## src/rtl/count_initiator.sv

```systemverilog
`default_nettype none
// ============================================================================
// Module      : count_initiator
// Description : Runs a programmable number of handshake rounds against a
//               down-counter responder. Each round arms the responder with a
//               one-cycle initSignal pulse, waits for finalSignal to rise,
//               releases it with a second pulse and waits for finalSignal to
//               fall. Each wait is bounded by TIMEOUT cycles; overrunning
//               either wait raises a sticky error flag.
// Revision    : 1.0 - initial release
// ============================================================================
module count_initiator #(
    parameter int TIMEOUT = 31
) (
    input  logic       clk_out,
    input  logic       reset,
    input  logic       start,
    input  logic [3:0] rounds,
    input  logic       finalSignal,
    output logic       initSignal,
    output logic       busy,
    output logic       done,
    output logic       error,
    output logic [3:0] roundCount,
    output logic [4:0] waitCycles
);

    // Wait budget narrowed to the waitCycles width; legal range is 1..31.
    localparam logic [4:0] c_TIMEOUT = 5'(TIMEOUT);

    typedef enum logic [2:0] {
        S_IDLE       = 3'd0,
        S_ARM        = 3'd1,
        S_WAIT_FINAL = 3'd2,
        S_RELEASE    = 3'd3,
        S_WAIT_CLEAR = 3'd4,
        S_DONE       = 3'd5,
        S_ERROR      = 3'd6
    } state_t;

    state_t     r_state;
    logic [3:0] r_rounds;      // round target latched when start is accepted
    logic [3:0] w_next_count;  // round count after the round now finishing

    // Round count as it will be once the current WAIT_CLEAR round completes.
    assign w_next_count = roundCount + 4'd1;

    // Sequencer: every output is produced from the transition into the state
    // it belongs to, so initSignal is high exactly while in ARM or RELEASE
    // and done is high exactly while in DONE.
    always_ff @(posedge clk_out) begin
        if (reset) begin
            r_state    <= S_IDLE;
            r_rounds   <= 4'd0;
            initSignal <= 1'b0;
            busy       <= 1'b0;
            done       <= 1'b0;
            error      <= 1'b0;
            roundCount <= 4'd0;
            waitCycles <= 5'd0;
        end else begin
            initSignal <= 1'b0;
            done       <= 1'b0;
            case (r_state)
                S_IDLE: begin
                    if (start) begin
                        roundCount <= 4'd0;
                        error      <= 1'b0;
                        if (rounds != 4'd0) begin
                            r_rounds   <= rounds;
                            busy       <= 1'b1;
                            initSignal <= 1'b1;
                            r_state    <= S_ARM;
                        end else begin
                            // Nothing to run: report completion straight away.
                            busy    <= 1'b0;
                            done    <= 1'b1;
                            r_state <= S_DONE;
                        end
                    end
                end

                S_ARM: begin
                    waitCycles <= 5'd0;
                    r_state    <= S_WAIT_FINAL;
                end

                S_WAIT_FINAL: begin
                    if (finalSignal) begin
                        initSignal <= 1'b1;
                        r_state    <= S_RELEASE;
                    end else if (waitCycles >= c_TIMEOUT) begin
                        error   <= 1'b1;
                        busy    <= 1'b0;
                        r_state <= S_ERROR;
                    end else begin
                        // Only counts below TIMEOUT, so it saturates there.
                        waitCycles <= waitCycles + 5'd1;
                    end
                end

                S_RELEASE: begin
                    waitCycles <= 5'd0;
                    r_state    <= S_WAIT_CLEAR;
                end

                S_WAIT_CLEAR: begin
                    if (!finalSignal) begin
                        roundCount <= w_next_count;
                        if (w_next_count == r_rounds) begin
                            busy    <= 1'b0;
                            done    <= 1'b1;
                            r_state <= S_DONE;
                        end else begin
                            initSignal <= 1'b1;
                            r_state    <= S_ARM;
                        end
                    end else if (waitCycles >= c_TIMEOUT) begin
                        error   <= 1'b1;
                        busy    <= 1'b0;
                        r_state <= S_ERROR;
                    end else begin
                        waitCycles <= waitCycles + 5'd1;
                    end
                end

                S_DONE: begin
                    r_state <= S_IDLE;
                end

                S_ERROR: begin
                    error   <= 1'b1;
                    busy    <= 1'b0;
                    r_state <= S_IDLE;
                end

                default: begin
                    // Unused encoding: recover to a quiet idle.
                    busy    <= 1'b0;
                    r_state <= S_IDLE;
                end
            endcase
        end
    end

endmodule
`default_nettype wire

```

## config.mk

```make
export PLATFORM = sky130hd
export DESIGN_NAME = count_initiator
export DESIGN_NICKNAME = d
export VERILOG_FILES = /design/src/rtl/count_initiator.sv
export SDC_FILE = /design/constraint.sdc
export NUM_CORES = 1
export LEC_CHECK = 0
export ABC_AREA = 1
export CAP_MARGIN = 20
export CORE_UTILIZATION = 35
export DETAILED_ROUTE_END_ITERATION = 12
export GPL_ROUTABILITY_DRIVEN = 0
export SYNTH_ARGS = -nofsm -noshare
export SYNTH_HDL_FRONTEND = slang
export SYNTH_SLANG_ARGS = --single-unit
```

## constraint.sdc

```tcl
create_clock -name clk_out -period 2.1 [get_ports clk_out]
set_input_delay 0.42 -clock clk_out [delete_from_list [all_inputs] [get_ports clk_out]]
set_output_delay 0.42 -clock clk_out [all_outputs]
set_load 0.05 [all_outputs]
```

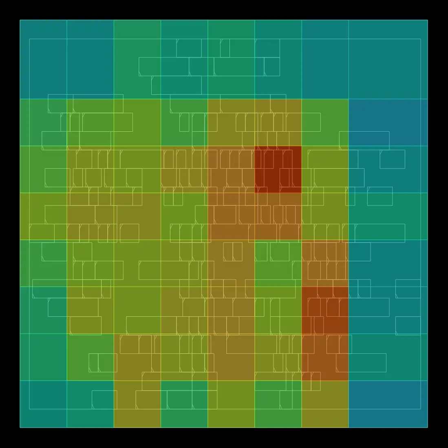
*Routing congestion map, run 1*
GRT Util Overall: 17.1%
GR peak layer: met2
Layout Utilization: 47.0%
GR Util met2: 30.5%
WL/cell: 11.7 um

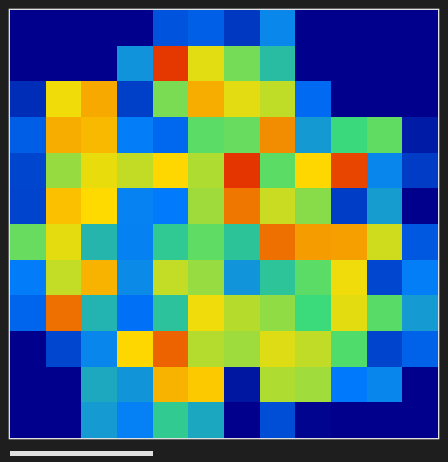
*Local utilization, run 1*
Scale bar: 20 um. 12 x 12 tiles, from dark blue (low) to red (high), 0 to 100% covered.
The emptiest ninth of the die: top right. 21% of the tiles are nearly empty. 15% of the tiles are over 75% full. The mean over all tiles is 39%. The fullest tile reaches 94%.
core footprint: 3130 um2
Initial Util: 37.5%

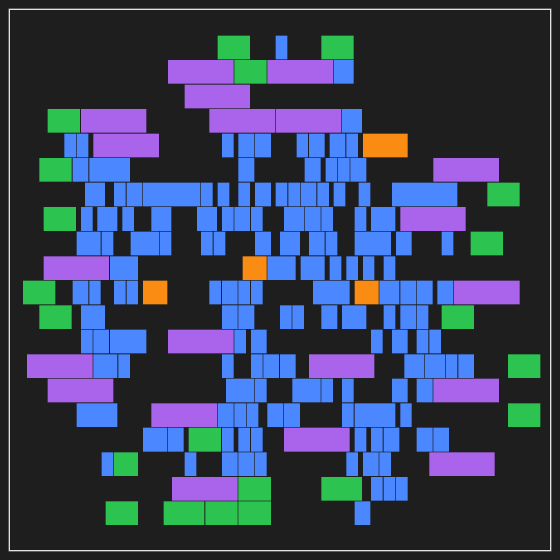
*Cells coloured by class, run 1*
clock drivers and dummy loads: shown in orange, cells 4, share of their area 2.6%. flops: shown in purple, cells 20, share of their area 28%. all other logic: shown in blue, cells 147, share of their area 54%. other buffers and delay cells: shown in green, cells 21, share of their area 15%.

==> results.yml, run 1 <==
# flow metrics
run_status:
  status: "completed"
run:
  drv_cap: 0
grt:
  met1_usage_pct: 20.5
clock_tree:
  cts-resized-gates: 0
  hold_buffers: 0
final_timing:
  clock_skew_ns: 0.00668
  worst_pin_slew_ns: 0.504
  rsz0062_at_grt: "no"
worst_setup_path:
  crit_path_max_incr_delay_ns: 0.84
  path_buffers: 1
  crit_start: "waitCycles[2]"
  start_kind: "flop"
synthesis:
  flop_cell: "dfxtp_1"
  top_area_cell: "dfxtp_1"
  ys_top_cells_by_count: "nand2_1, inv_1, dfxtp_1, nand3_1, nor2_1"
pwr:
  clkPwrFrac_pct: 17.7
  vdd_drop_max_v: 0.000631
die:
  die_area_um2: 3590
detailed_routing:
  dr.pass1.iters: 4
layout:
  register_area_um2: 400
  sh_seq_area_pct: 27.3
  clock_area_share_pct: 2.47
run 1: final timing paths:
path                            cells past startpoint  slack, ns             to
worst max-delay path                                1       0.11  waitCycles[2]
worst min-delay path                                2       0.47          error
worst max register to register                     11       0.37  waitCycles[3]
worst min register to register                      2       0.47          error
run 1: cells by family after synthesis:
group / synth area share (%)
simple gates: 35.0
compound gates: 17.0
buf+inv: 9.27
flops: 34.1
fa+ha+maj: 3.20
xor+xnor: 1.49
run 1: metrics by stage:
step | utilization, % | setup WS, ns | power (mW) | area [um2] | std cells
after CTS | 46.8 | 0.0347 | 1.32 | 1460 | 236
final | 47.0 | 0.106 | 1.31 | 1470 | 236
after floorplan | - | 0.290 | 0.924 | 1170 | 169
after global routing | 47.0 | 0.0340 | 1.39 | 1470 | 236
after detailed placement | 45.6 | 0.284 | 1.08 | 1430 | 232
after global placement | 45.6 | 0.322 | 1.08 | 1430 | 232
run 1: sequential cells by signal, indices dropped and copies added, names as in the netlist:
signal and count:
done 1, error 1, waitCycles 5, r_rounds 4, initSignal 1, roundCount 4
busy 1, r_state 3
run 1: cell usage in the layout (no fill, tap or decap), types with 2 or more instances in the layout:
cell type	count
a211oi_1	2
a21oi_1	14
a22oi_1	2
clkbuf_4	3
clkdlybuf4s50_1	18
dfxtp_1	20
dlymetal6s2s_1	2
ha_1	3
inv_1	23
inv_2	2
nand2_1	32
nand2_2	2
nand2_4	3
nand3_1	17
nand4_1	4
nor2_1	15
nor2_2	2
o21ai_0	11
xnor2_1	2
run 1: power by group through the flow:
stage	combinational (mW)	clock, mW	sequential [mW]
after floorplan	0.286	0	0.638
after CTS	0.574	0.237	0.506
final	0.570	0.231	0.505
after global placement	0.567	0	0.512
after detailed placement	0.570	0	0.514
after global routing	0.627	0.250	0.514
### Drive-strength map, run 1

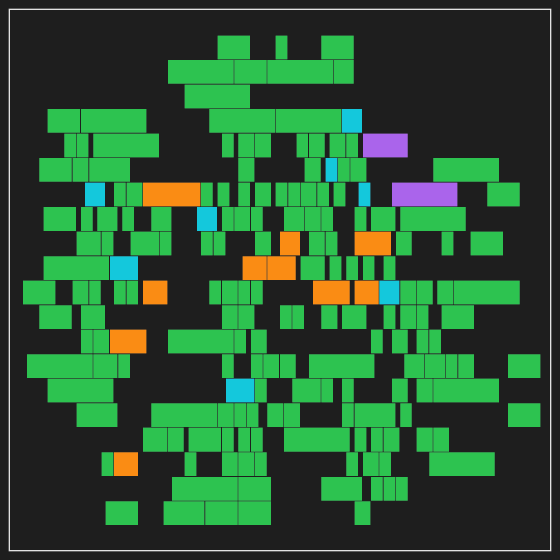

--- run 2 (diff from run 1) ---
--- a/config.mk
+++ b/config.mk
@@ -7,9 +7,11 @@
 export LEC_CHECK = 0
 export ABC_AREA = 1
 export CAP_MARGIN = 20
+export CORE_MARGIN = 2
 export CORE_UTILIZATION = 35
 export DETAILED_ROUTE_END_ITERATION = 12
 export GPL_ROUTABILITY_DRIVEN = 0
+export SKIP_CTS_REPAIR_TIMING = 1
 export SYNTH_ARGS = -nofsm -noshare
 export SYNTH_HDL_FRONTEND = slang
 export SYNTH_SLANG_ARGS = --single-unit
==> constraint.sdc (replaced) <==
create_clock -name clk_out -period 2.1 [get_ports clk_out]
set_input_delay 0.525 -clock clk_out [delete_from_list [all_inputs] [get_ports clk_out]]
set_output_delay 0.525 -clock clk_out [all_outputs]
set_load 0.05 [all_outputs]
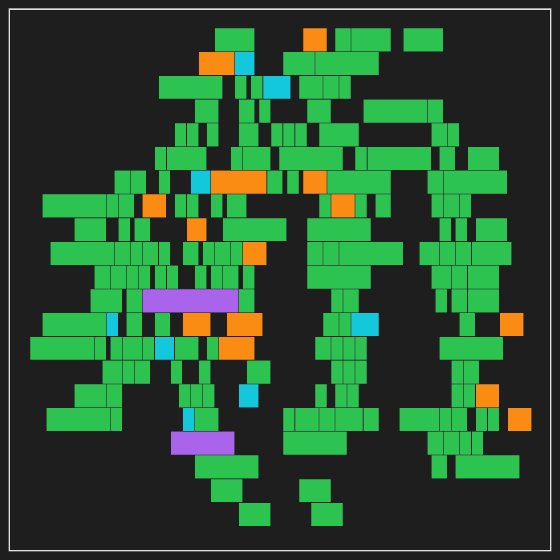
*Drive-strength map, run 2*
drive 3 to 4: shown in orange, cells 14, most used buf_4. drive 2: shown in cyan, cells 8. drive 6 and up: shown in purple, cells 2. drive 1 or less: shown in green, cells 168, most used nand2_1.

==> run 2 against run 1 <==
Combinational power about the same. Non-clock buffer count did not move. Clock skew increased by 0.0053 ns. Flip-flop count did not move. Total power increased by 7.5%. Largest cell class unchanged. Utilization is 1.8 points lower.
==> results.yml, run 2 <==
# flow metrics
worst_setup_path:
  worst-path-stages: 1
  r2r_slack_ns: 0.34
  reg2regPathDepth: 11
  crit_path_max_incr_delay_ns: 0.82
  critPathCaptureType: "output port"
  start_kind: "flop"
  reg2reg_to: "waitCycles[3]"
  path_buffers: 1
synthesis:
  yosys.area_share.aoi_pct: 17.0
  synthXorXnorAreaFrac_pct: 1.49
  synth.area.mux_share_pct: 0
  ys_top_cells_by_count: "nand2_1, inv_1, dfxtp_1, nand3_1, nor2_1"
  adder_share_pct: 3.20
  flop_cell: "dfxtp_1"
  ys_sh_simple_pct: 35.0
  logic_family: "simple AND/OR/NAND/NOR gates"
pwr:
  clkPwrFrac_pct: 23.2
  finalPower_mw: 1.40
layout:
  instances_no_fill: 238
  utilization_pct: 45.1
  largest_register_ffs: 5
  layout_top_cells: "nand2_1, inv_1, dfxtp_1"
  final_common_cell: "nand2_1"
  nNetsFinal: 204
  fin_area_um2: 1480
place:
  dp_cells: 234
  postPlaceCellArea_um2: 1420
final_timing:
  worst_pin_slew_ns: 0.509
  clock_skew_ns: 0.0120
  rsz0062_at_grt: "no"
die:
  fp-utilization_pct: 35.7
  rows: 21
  core_um2: 3280
detailed_routing:
  wl_per_cell_um: 12.6
  dr.pass1.iters: 4
grt:
  grtUsageTotal_pct: 17.2
run_status:
  status: "completed"
run:
  drv_cap: 0
run 2: kinds of logic after synthesis:
kind of cell / after synthesis
AND/OR/NAND/NOR: 81
AND-OR/OR-AND: 35
buffers and inverters: 28
flip-flops: 20
adder cells (fa/ha/maj): 3
XOR/XNOR: 2
run 2: worst min path at each step:
| stage | from | end | cells after the start |
|---|---|---|---|
| after floorplan | r_rounds[0] | r_rounds[0] | 2 |
| after global routing | error | error | 2 |
| after global placement | error | error | 2 |
| final | error | error | 2 |
| after detailed placement | error | error | 2 |
| after CTS | error | error | 2 |
run 2: area by class of cell:
type / count / area [um2]
multi-input cells: 121 / 664
repair buffers: 21 / 208
clock inverters: 1 / 30.0
flip-flops and latches: 20 / 400
fillers: 345 / 1800
well taps: 46 / 57.6
clock buffers: 3 / 22.5
inverters: 26 / 100
run 2: power by group through the flow:
| stage | registers, mW | clock network [mW] | logic (mW) |
|---|---|---|---|
| 2_1_floorplan | 0.638 | 0 | 0.286 |
| 3_3_place_gp | 0.511 | 0 | 0.563 |
| 3_5_place_dp | 0.516 | 0 | 0.571 |
| 4_1_cts | 0.507 | 0.335 | 0.573 |
| 5_1_grt | 0.519 | 0.345 | 0.628 |
| 6_report | 0.507 | 0.326 | 0.571 |
run 2: per-layer routing:
layer  vias to the layer above  track usage, %  share of wire [%]
li1                        604               -                  -
met1                       551            21.5                 48
met2                        37            30.4                 48
met3                         2            3.73                3.6
met4                         0            3.65               0.67
met5                         -               0                  0
No activity file was given, so power comes from the tool's default toggle rates.
